==> config.mk <==
export PLATFORM = sky130hd
export DESIGN_NAME = crc32_misr_step
export DESIGN_NICKNAME = d
export VERILOG_FILES = /design/src/rtl/crc_sig_pkg.sv /design/src/rtl/crc32_misr_step.sv
export SDC_FILE = /design/constraint.sdc
export NUM_CORES = 1
export LEC_CHECK = 0
export ABC_CLOCK_PERIOD_IN_PS = 800
export CAP_MARGIN = 10
export CORE_MARGIN = 4
export CORE_UTILIZATION = 13
export DETAILED_ROUTE_END_ITERATION = 10
export PLACE_DENSITY = 0.78
export SETUP_SLACK_MARGIN = 0.3
export SLEW_MARGIN = 0
export SYNTH_ARGS = -nofsm -noshare
export SYNTH_HDL_FRONTEND = slang
export SYNTH_SLANG_ARGS = --single-unit
==> constraint.sdc <==
create_clock -name vclk -period 0.8
set_input_delay 0.2 -clock vclk [all_inputs]
set_output_delay 0.2 -clock vclk [all_outputs]
set_load 0.005 [all_outputs]
==> src/rtl/crc_sig_pkg.sv <==
`default_nettype none
// ============================================================================
// Module   : crc_sig_pkg
// Brief    : Shared CRC-32/MISR signature definitions: polynomial, checker
//            state encoding and the single-step MISR update function.
// Revision : 1.0 - initial release
// ============================================================================
package crc_sig_pkg;

    localparam logic [31:0] CRC_POLY = 32'h0001_0811;

    typedef enum logic [1:0] {
        IDLE    = 2'd0,
        COMPACT = 2'd1,
        CHECK   = 2'd2,
        DONE    = 2'd3
    } chk_state_t;

    // Shift left with the outgoing MSB folded back through the tap mask.
    function automatic logic [31:0] misr_step(
        input logic [31:0] s,
        input logic [31:0] d,
        input logic [31:0] poly = CRC_POLY
    );
        logic [31:0] n;
        n[0] = s[31] ^ d[0];
        for (int i = 1; i < 32; i++) begin
            n[i] = s[i-1] ^ d[i] ^ (poly[i] & s[31]);
        end
        return n;
    endfunction

endpackage : crc_sig_pkg
`default_nettype wire

==> src/rtl/crc32_misr_step.sv <==
`default_nettype none
// ============================================================================
// Module   : crc32_misr_step
// Brief    : Purely combinational single MISR step n = step(s, d).
// Revision : 1.0 - initial release
// ============================================================================
module crc32_misr_step
    import crc_sig_pkg::*;
#(
    parameter logic [31:0] POLY = CRC_POLY
) (
    input  logic [31:0] s,
    input  logic [31:0] d,
    output logic [31:0] n
);

    assign n = misr_step(s, d, POLY);

endmodule : crc32_misr_step
`default_nettype wire

==> flow_metrics.tcl <==
# implementation run metrics
set metrics [dict create \
    violations "setup timing" \
    rows 17 \
    clock_buffers 0 \
    cts_setup_buffers 0 \
    maxCapViolCount 0 \
    ys_types 2 \
    wl_per_cell_um 13.0 \
    warnings 36 \
    routed_wl_mm 2.05 \
    wl_met2_mm 1.35 \
    ir_worst_vdd_mv 0.318 \
    setup_violations 4 \
    fin_ws_ns -0.184 \
    period_used_pct 123 \
    fp_util_pct 14.2 \
    slowest_stage "xor3_1" \
    status "complete, but fails checks" \
    required_ns 0.60 \
    grt_max_degree 5 \
    crit_buf_inv 2 \
    die-height_um 58.0 \
    power.leakage_uw 0.000677 \
    met1_length_um 537 \
    grt_pass1_wl_mm 2.99 \
    ys_cells 32 \
    drc_errors 0 \
    route.met3.wl_um 162 \
]
[power breakdown]
part	internal [uW]	switching (uW)	leakage [uW]
sequential	0	0	0
clock	0	0	0
combinational	492	209	0.000677
[worst min-delay path: cells and delay by family]
kind                      cells  cell delay, ns
xor gates and xnor gates      1            0.04
buffers and inverters         2            0.19
[what timing repair did]
action | in CTS | in global routing
gates resized | 372 | 32
setup endpoints to repair | 32 | 32
pin swaps | 32 | 19
hold buffers | 0 | 0
cloned | 0 | 0
[metal layers]
metal | global-route usage (%) | up-vias
met1 | 10.9 | 270
met5 | 0 | -
met4 | 0 | 0
met2 | 24.0 | 31
li1 | - | 292
met3 | 1.56 | 0
[through the flow]
| step | cells | utilization, % | setup slack [ns] | TNS, ns |
|---|---|---|---|---|
| final | 157 | 53.1 | -0.184 | -0.583 |
| after global routing | 157 | 53.1 | -0.202 | -0.711 |
| after CTS | 157 | 47.1 | -0.210 | -0.694 |
| after detailed placement | 157 | 57.8 | -1.02 | -24.73 |
| after global placement | 157 | 57.8 | -0.997 | -24.40 |
| after floorplan | 32 | - | 0.0129 | 0 |
[layout make-up]
type               count  area [um2]
repair buffers        97         852
fillers              226        1080
multi-input cells     32         333
well taps             28        35.0
[kinds of logic (layout without fill, tap and decap cells)]
kind of cell / Yosys count / count (layout) / synth area share [%]
xor gates and xnor gates: 32 / 32 / 100
buffers and inverters: 0 / 97 / 0
[final timing paths]
kind	cells past startpoint	start	slack, ns	endpoint
min	3	s[19]	0.63	n[20]
max	3	d[16]	-0.18	n[16]
[cells in the final DEF (no fill, tap or decap), drive strengths merged]
cell    instances
xor3            3
clkbuf          1
buf            96
xor2           29
### Sizing map

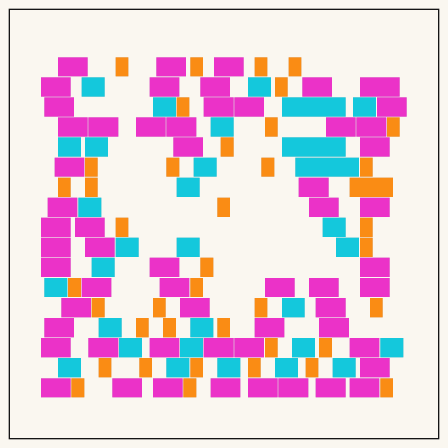
[orange] x2 | cells: 40 | share: 31%
[cyan] x1 and smaller | cells: 31 | share: 24%
[magenta] x6 and larger | cells: 58 | share: 45%
Signal buffers: 97
Area growth syn-to-layout: 275%
setup ws final: -0.184 ns
fin area: 1220 um2

### Cell outlines without signal wires

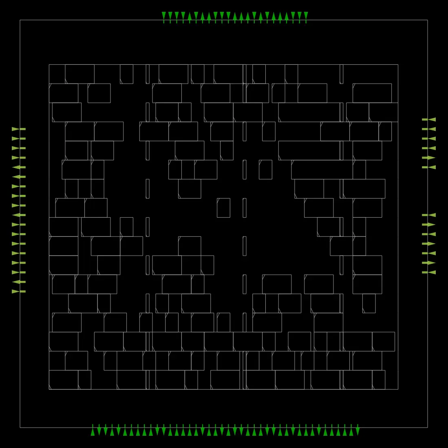
tap cells: 28
Core ar.: 2300 um2
fillers: 226

### Local utilization

The die is cut into 12 by 12 equal tiles; white is low, dark blue is high, 0 to 100% covered.
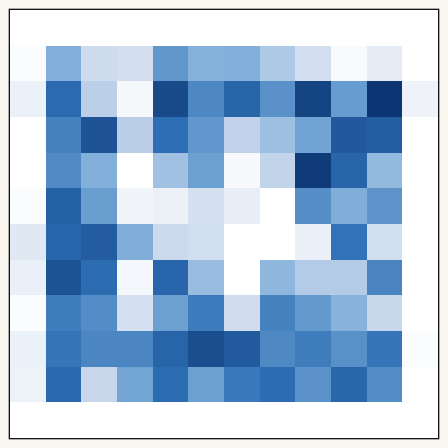
nearly empty tiles: 28%
fullest tile: 97%
densest ninth of the die: bottom middle
tiles over 75% full: 17%
mean over tiles: 35%

### Placed cells, one colour a class

Scale bar: 20 um. Fill, decap, tap and diode cells in grey.
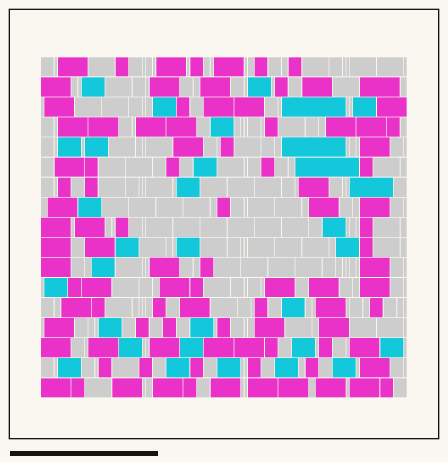
[cyan] remaining logic cells | cells: 32 | share of their area: 28%
[magenta] remaining buffers and delay cells | cells: 97 | share of their area: 72%

### Zoomed window

Window x 34 to 54, y 34 to 54 um. Cells in grey, sequential cells in the stronger grey; small squares are vias.
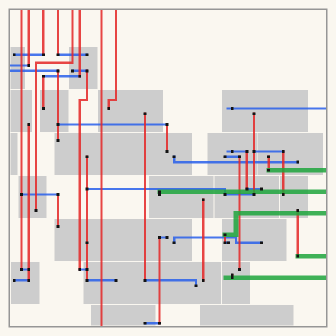
[green] M3
[red] M2
[blue] M1
most frequent: buf_6 (6), buf_2 (6), xor3_1 (3)
cells with their middle in the window: 19
sequential cells in the window: 0

No activity file was given, so power comes from the tool's default toggle rates.
